Routing congestion map:
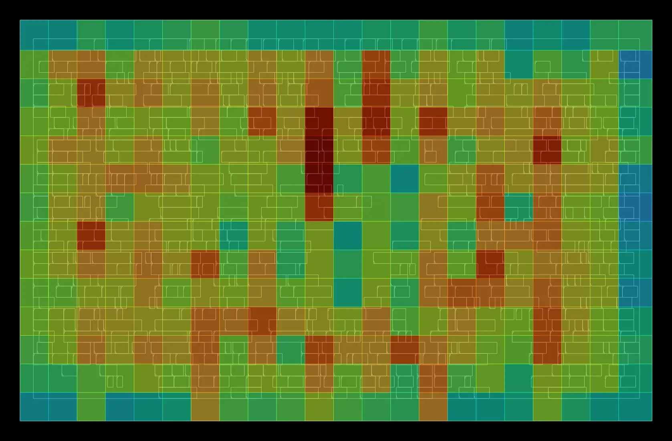
Clock network drawn from the DEF:
Bar = 50 µm.
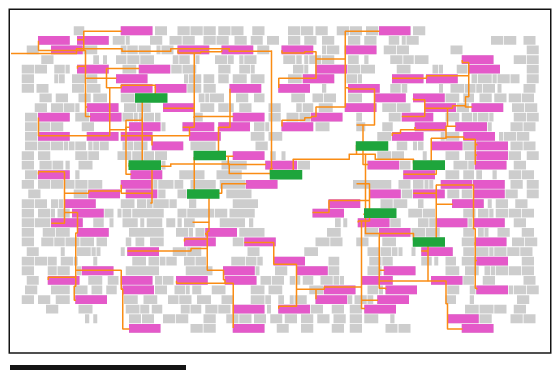
Signal wires by layer:
Bar = 50 µm.
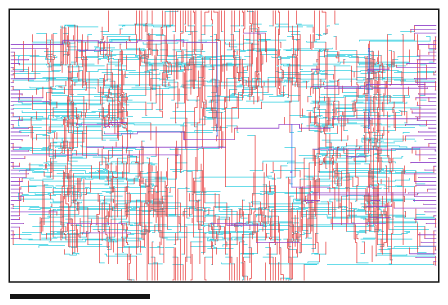
Ports around the boundary:
Pins as bars across the die edge, other pins in grey.
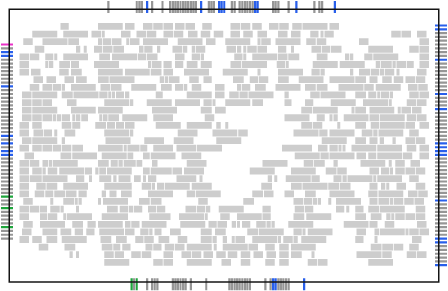
[config.mk]
export PLATFORM = sky130hd
export DESIGN_NAME = regfile_sequencer
export DESIGN_NICKNAME = d
export VERILOG_FILES = /design/src/rtl/cornigera_pkg.sv /design/src/rtl/regfile_sequencer.sv
export SDC_FILE = /design/constraint.sdc
export NUM_CORES = 1
export LEC_CHECK = 0
export CORE_AREA = 3 3 150 94
export CTS_CLUSTER_DIAMETER = 30
export DETAILED_ROUTE_END_ITERATION = 8
export DIE_AREA = 0 0 153 97
export PLACE_DENSITY = 0.77
export SLEW_MARGIN = 20
export SYNTH_ARGS = -nofsm -noshare
export SYNTH_HDL_FRONTEND = slang
export SYNTH_SLANG_ARGS = --single-unit
[constraint.sdc]
create_clock -name clk -period 2.8 [get_ports clk]
set_input_delay 0.56 -clock clk [delete_from_list [all_inputs] [get_ports clk]]
set_output_delay 0.56 -clock clk [all_outputs]
set_load 0.005 [all_outputs]
[src/rtl/cornigera_pkg.sv]
`default_nettype none
// ============================================================================
// Module      : cornigera_pkg
// Description : Shared core types: datapath word, register address, the
//               operand-fetch sequencer state encoding and the x0 address.
// Revision    : 1.0 - initial release
// ============================================================================
package cornigera_pkg;

  typedef logic [31:0] DataType;
  typedef logic [4:0]  RegAddrType;

  localparam RegAddrType REG_ZERO = 5'd0;

  typedef enum logic [1:0] {
    IDLE  = 2'd0,
    READ2 = 2'd1,
    WAIT2 = 2'd2,
    VALID = 2'd3
  } regseq_state_e;

endpackage
`default_nettype wire

[src/rtl/regfile_sequencer.sv]
`default_nettype none
// ============================================================================
// Module      : regfile_sequencer
// Description : Operand-fetch controller for a 1R/1W register file. Issues
//               rs1 then rs2 to the synchronous read port, returns both
//               operands to execute through a valid/ready handshake, and
//               passes writeback onto the register-file write port.
//               Same-cycle write/read hazards are bypassed and captured
//               operands track later writebacks until consumed.
// Ports       : clk, rst_n            - clock, async active-low reset
//               req_*                 - decode request (rs1, rs2, use_rs2)
//               op_*                  - operands to execute (valid/ready)
//               wb_*                  - writeback from the pipeline
//               rf_write_*            - register-file write port
//               rf_read_from/_data    - register-file read port (1-cycle)
// Revision    : 1.0 - initial release
// ============================================================================
module regfile_sequencer
  import cornigera_pkg::*;
(
  input  logic       clk,
  input  logic       rst_n,

  input  logic       req_valid,
  output logic       req_ready,
  input  RegAddrType req_rs1,
  input  RegAddrType req_rs2,
  input  logic       req_use_rs2,

  output logic       op_valid,
  input  logic       op_ready,
  output DataType    op_rs1_data,
  output DataType    op_rs2_data,

  input  logic       wb_valid,
  input  RegAddrType wb_rd,
  input  DataType    wb_data,

  output logic       rf_write_en,
  output RegAddrType rf_write_to,
  output DataType    rf_write_data,
  output RegAddrType rf_read_from,
  input  DataType    rf_read_data
);

  // A read and a write to the same address in one cycle: the register file
  // returns the old value, so the write data must be substituted.
  function automatic logic f_bypass_hit(input logic       wen,
                                        input RegAddrType wto,
                                        input RegAddrType rfrom);
    return wen && (wto == rfrom);
  endfunction

  // Writeback targeting a captured (or being-captured) source register.
  function automatic logic f_snoop_hit(input logic       wbv,
                                       input RegAddrType rd,
                                       input RegAddrType src);
    return wbv && (rd != REG_ZERO) && (rd == src);
  endfunction

  regseq_state_e r_state;
  regseq_state_e w_next_state;

  RegAddrType r_rs1;
  RegAddrType r_rs2;
  logic       r_use_rs2;

  logic       r_byp_hit;
  DataType    r_byp_data;

  DataType    r_op_rs1;
  DataType    r_op_rs2;

  RegAddrType w_read_from;
  logic       w_read_issue;
  DataType    w_capture_data;
  logic       w_snoop1;
  logic       w_snoop2;

  // --------------------------------------------------------------------------
  // Write port: pure pass-through, x0 writes suppressed.
  // --------------------------------------------------------------------------
  assign rf_write_en   = wb_valid && (wb_rd != REG_ZERO);
  assign rf_write_to   = wb_rd;
  assign rf_write_data = wb_data;

  assign rf_read_from  = w_read_from;

  assign w_capture_data = r_byp_hit ? r_byp_data : rf_read_data;
  assign w_snoop1       = f_snoop_hit(wb_valid, wb_rd, r_rs1);
  assign w_snoop2       = f_snoop_hit(wb_valid, wb_rd, r_rs2);

  assign op_rs1_data = r_op_rs1;
  assign op_rs2_data = r_op_rs2;

  // --------------------------------------------------------------------------
  // FSM state register
  // --------------------------------------------------------------------------
  always_ff @(posedge clk or negedge rst_n) begin
    if (!rst_n) begin
      r_state <= IDLE;
    end else begin
      r_state <= w_next_state;
    end
  end

  // --------------------------------------------------------------------------
  // FSM next-state and outputs
  // --------------------------------------------------------------------------
  always_comb begin
    w_next_state = r_state;
    req_ready    = 1'b0;
    op_valid     = 1'b0;
    w_read_from  = r_rs2;
    w_read_issue = 1'b0;
    case (r_state)
      IDLE: begin
        req_ready   = 1'b1;
        // rs1 is issued in the accept cycle itself to save a cycle.
        w_read_from = req_rs1;
        if (req_valid) begin
          w_read_issue = 1'b1;
          w_next_state = READ2;
        end
      end
      READ2: begin
        w_read_from = r_rs2;
        if (r_use_rs2) begin
          w_read_issue = 1'b1;
          w_next_state = WAIT2;
        end else begin
          w_next_state = VALID;
        end
      end
      WAIT2: begin
        w_next_state = VALID;
      end
      VALID: begin
        op_valid = 1'b1;
        if (op_ready) begin
          w_next_state = IDLE;
        end
      end
      default: begin
        w_next_state = IDLE;
      end
    endcase
  end

  // --------------------------------------------------------------------------
  // Request latch, bypass capture and operand registers
  // --------------------------------------------------------------------------
  always_ff @(posedge clk or negedge rst_n) begin
    if (!rst_n) begin
      r_rs1      <= REG_ZERO;
      r_rs2      <= REG_ZERO;
      r_use_rs2  <= 1'b0;
      r_byp_hit  <= 1'b0;
      r_byp_data <= '0;
      r_op_rs1   <= '0;
      r_op_rs2   <= '0;
    end else begin
      if ((r_state == IDLE) && req_valid) begin
        r_rs1     <= req_rs1;
        r_rs2     <= req_rs2;
        r_use_rs2 <= req_use_rs2;
      end

      if (w_read_issue) begin
        r_byp_hit  <= f_bypass_hit(rf_write_en, rf_write_to, rf_read_from);
        r_byp_data <= wb_data;
      end

      case (r_state)
        READ2: begin
          // A write landing on the capture edge is newer than either the
          // array data or the bypassed value.
          r_op_rs1 <= w_snoop1 ? wb_data : w_capture_data;
          if (!r_use_rs2) begin
            r_op_rs2 <= '0;
          end
        end
        WAIT2: begin
          if (w_snoop1) begin
            r_op_rs1 <= wb_data;
          end
          r_op_rs2 <= w_snoop2 ? wb_data : w_capture_data;
        end
        VALID: begin
          if (w_snoop1) begin
            r_op_rs1 <= wb_data;
          end
          // One-operand requests keep rs2 at zero regardless of writes.
          if (r_use_rs2 && w_snoop2) begin
            r_op_rs2 <= wb_data;
          end
        end
        default: begin
        end
      endcase
    end
  end

endmodule
`default_nettype wire

==> summary.rpt <==
PHYSICAL IMPLEMENTATION REPORT
----------------------------------------------------
[Run]
  Count of tool warnings ........................ 29
  Max Cap Viol ........................ 0

[Clock tree]
  Number of CTS-inserted buffers ........................ 9
  Sink count of the clock tree ........................ 110
  # Post-CTS Setup Buffers ........................ 0
  TritonCTS clock tree ........................ yes
  Maximum buffer depth of the clock tree ........................ 2
  Clock transition at the register clock pins on the worst setup and hold paths after CTS ........................ 0.07 ns

[Route]
  Drt total wl ........................ 15700 µm
  Drt first pass iters ........................ 6
  Routed vias/inst ........................ 5.35
  Remaining DRCs ........................ 0
  Number of nets with antenna violations after routing ........................ 0
  Initial DRC count ........................ 122

[Placement]
  Pre-CTS setup slack ........................ -0.0624 ns
  Post-DP HPWL ........................ 11300 µm
  Post-detailed-placement cell area ........................ 7860 µm²
  Routability Congestion ........................ 0.798

[Setup path]
  Flop2flop setup slack ........................ 0.38 ns
  Buffer-and-inverter tally for the worst setup path ........................ 2
  R2r endpoint ........................ r_byp_hit$_DFFE_PN0P_
  R2r startpoint ........................ r_state[1]$_DFFE_PN0P_
  Path depth of the worst reg2reg path ........................ 7
  Class of the most critical setup path ........................ reg2out
  CP max-delay cell ........................ sky130_fd_sc_hd__clkdlybuf4s50_1
  CP endpoint kind ........................ output port
  Largest stage delay, worst path ........................ 0.48 ns
  Crit path DRT ........................ 2.24 ns
  Worst setup SP type ........................ flip-flop

[Floorplanning]
  Die area ........................ 14800 µm²
  Number of placed I/O pins ........................ 194
  Floorplan row count ........................ 32
  Share of the core filled by cells before placement ........................ 45.4%

[Synthesis]
  Synth Warn # ........................ 0
  Most frequent cells after synthesis ........................ sky130_fd_sc_hd__dfrtp_1 (110), sky130_fd_sc_hd__mux2_2 (79), sky130_fd_sc_hd__inv_1 (39)
  FF+latch count, synth ........................ 110
  Main area contributors ........................ sky130_fd_sc_hd__dfrtp_1 (47%), sky130_fd_sc_hd__mux2_2 (15%), sky130_fd_sc_hd__mux2i_1 (5.5%)
  Most numerous cell in the Yosys netlist ........................ sky130_fd_sc_hd__dfrtp_1
  Share of flip-flops with an asynchronous set or reset ........................ 100%
  Yosys cell count ........................ 506
  Most common reg cell ........................ sky130_fd_sc_hd__dfrtp_1
  Cell count after synthesis ........................ 506
  EDFF count, synth ........................ 0
  Synthesis area per yosys ........................ 5800 µm²
  Register share after synthesis ........................ 47.4%
  Cell variety after synth ........................ 38
  Post-Syn Area ........................ 5800 µm²
  Post-synthesis average cell area ........................ 11.5 µm²

[GRT]
  Largest net degree at the start of global routing ........................ 51
  Wire length of the first global-routing pass ........................ 25400 µm
  Leftover overflow at the end of global routing ........................ 0

[Pwr]
  Power Total ........................ 9.56 mW
  Reported net switching power ........................ 3.55 mW
  Leakage power ........................ 3.51 nW
  PwrDens ........................ 1170 nW/µm²
  Internal ........................ 6.02 mW
  Switching share of power ........................ 37.1%
  Clock network power share ........................ 13.3%

[Cells and area]
  Area grow syn2layout ........................ 40.6%
  Final Core Density ........................ 63.9%
  Number of antenna repair diodes ........................ 0
  Final instance area ........................ 8160 µm²
  Proportion of layout cells with a drive suffix above 1 ........................ 23.1%
  Nets ........................ 755

[Final timing]
  Final worst-path cycle share ........................ 94.5%
  Actual transition at the worst max-transition pin ........................ 0.625 ns
  Worst setup margin ........................ 0.153 ns
  Worst slew slack as a fraction of its limit ........................ 58.3%
  Maximum achievable frequency ........................ 378 MHz
  Finish-stage setup viols ........................ 0
  Minimum clock period ........................ 2.65 ns
  Unrepaired setup endpoints after global routing ........................ no

[Hold path]
  Path category of the worst min-delay check ........................ in2async

[Outcome]
  Status ........................ finished clean

----------------------------------------------------
## Picture notes: 'routing congestion map'
global routing's busiest layer: met2
global-route track usage on met3: 5.36%
Global Route met2 Usage: 33.7%

## Picture notes: 'clock network drawn from the DEF'
- magenta: flip-flops (count 110)
- orange: clock wires (length 1350 µm)
- green: clock drivers (count 9)
- flops lie: widely spread
- routed clock nets: 10
Late-Pin Clk Latency: 0.34 ns
worst setup skew after layout: 0.00752 ns

## Picture notes: 'signal wires by layer'
- blue: metal 4 (wire length 84.3 µm)
- cyan: metal 1 (wire length 7090 µm)
- purple: metal 3 (wire length 1250 µm)
- red: metal 2 (wire length 7310 µm)
all-layer global routing usage: 21.1%
Routed wire per std cell: 18.7 µm

## Picture notes: 'ports around the boundary'
- blue: op_rs1_data (pins 32; direction output; edge 13 east, 9 north, 7 west, 3 south)
- green: wb_rd (pins 5; direction input; edge 3 west, 2 south)
- magenta: clk (pins 1; direction input; edge west)
IO buf count: 193
Horiz. Die Dim: 153 µm
die height: 97 µm

## per-layer routing
metal	vias to the layer above	share of wire (%)	GRT usage, %
met5	-	0	0
met4	0	0.53	3.35
met3	7	8.0	5.36
met2	183	46	33.7
met1	2218	45	29.9
li1	2087	-	-
## through the flow
stage          TNS, ns  instances  hold slack, ns
6_report             0        840           0.230
5_1_grt              0        840           0.265
4_1_cts              0        840           0.254
3_5_place_dp    -0.952        825           0.463
3_3_place_gp         0        825           0.459
2_1_floorplan        0        506           0.264
## repair_timing
item / 4_1_cts / 5_1_grt
endpoints found under the hold margin: 0 / 0
pin swaps: 0 / 0
hold buffers: 0 / 0
setup endpoints to repair: 5 / 3
resized: 1 / 2
## registers in the layout, indices dropped and copies added (netlist names)
name / flops
r_use_rs2: 1
r_rs1: 5
op_rs2_data: 32
r_byp_data: 32
r_byp_hit: 1
op_rs1_data: 32
r_state: 2
r_rs2: 5
## cells in the final DEF, fill, tap and decap left out, types with 6 or more instances in the layout
cell                                n
sky130_fd_sc_hd__clkdlybuf4s50_1  191
sky130_fd_sc_hd__inv_1             39
sky130_fd_sc_hd__nand2_1           37
sky130_fd_sc_hd__mux2i_1           32
sky130_fd_sc_hd__a221oi_1          32
sky130_fd_sc_hd__clkbuf_16          9
sky130_fd_sc_hd__mux2_2            79
sky130_fd_sc_hd__a21oi_1           32
sky130_fd_sc_hd__buf_12            11
sky130_fd_sc_hd__xor2_1             9
sky130_fd_sc_hd__dfrtp_1          110
sky130_fd_sc_hd__buf_4             13
sky130_fd_sc_hd__nor2_1             6
sky130_fd_sc_hd__o21ai_2           30
## logic make-up after synthesis
group / count (synthesis) / share of synthesized area (%)
AOI/OAI and AO/OA: 109 / 14.9
xor gates and xnor gates: 12 / 1.81
adders and majority gates: 4 / 0.862
buffers and inverters: 106 / 9.85
DFF: 110 / 47.4
muxes: 113 / 21.2
and+or+nand+nor: 52 / 3.88
## how the worst max path moves through the flow
stage,startpoint,end,slack (ns),cells after the start
after detailed placement,wb_rd[0],op_rs1_data[25]$_DFFE_PN0P_,-0.06,7
after global placement,wb_rd[3],op_rs1_data[5]$_DFFE_PN0P_,0.01,7
final,r_state[1]$_DFFE_PN0P_,rf_read_from[2],0.15,4
after global routing,r_state[1]$_DFFE_PN0P_,rf_read_from[2],0.05,4
after floorplan,wb_rd[0],op_rs1_data[0]$_DFFE_PN0P_,0.51,6
after CTS,wb_rd[0],rf_write_en,0.001,4
## final cells by class
| type | instances | area, µm² |
|---|---|---|
| sequential | 110 | 2750 |
| inverter | 39 | 146 |
| tap | 170 | 213 |
| clock inverter | 5 | 58.8 |
| multi-input combinational | 290 | 2520 |
| clock buffer | 10 | 229 |
| fill | 1004 | 4610 |
| timing repair buffer | 216 | 2240 |
## power groups by stage
stage | clock [mW] | combinational (mW) | sequential [mW]
3_5_place_dp | 0 | 5.39 | 2.94
4_1_cts | 1.30 | 5.42 | 2.91
6_report | 1.27 | 5.39 | 2.91
2_1_floorplan | 0 | 3.06 | 2.86
3_3_place_gp | 0 | 5.24 | 2.90
5_1_grt | 1.37 | 5.86 | 3.01
No activity file was given, so power comes from the tool's default toggle rates.
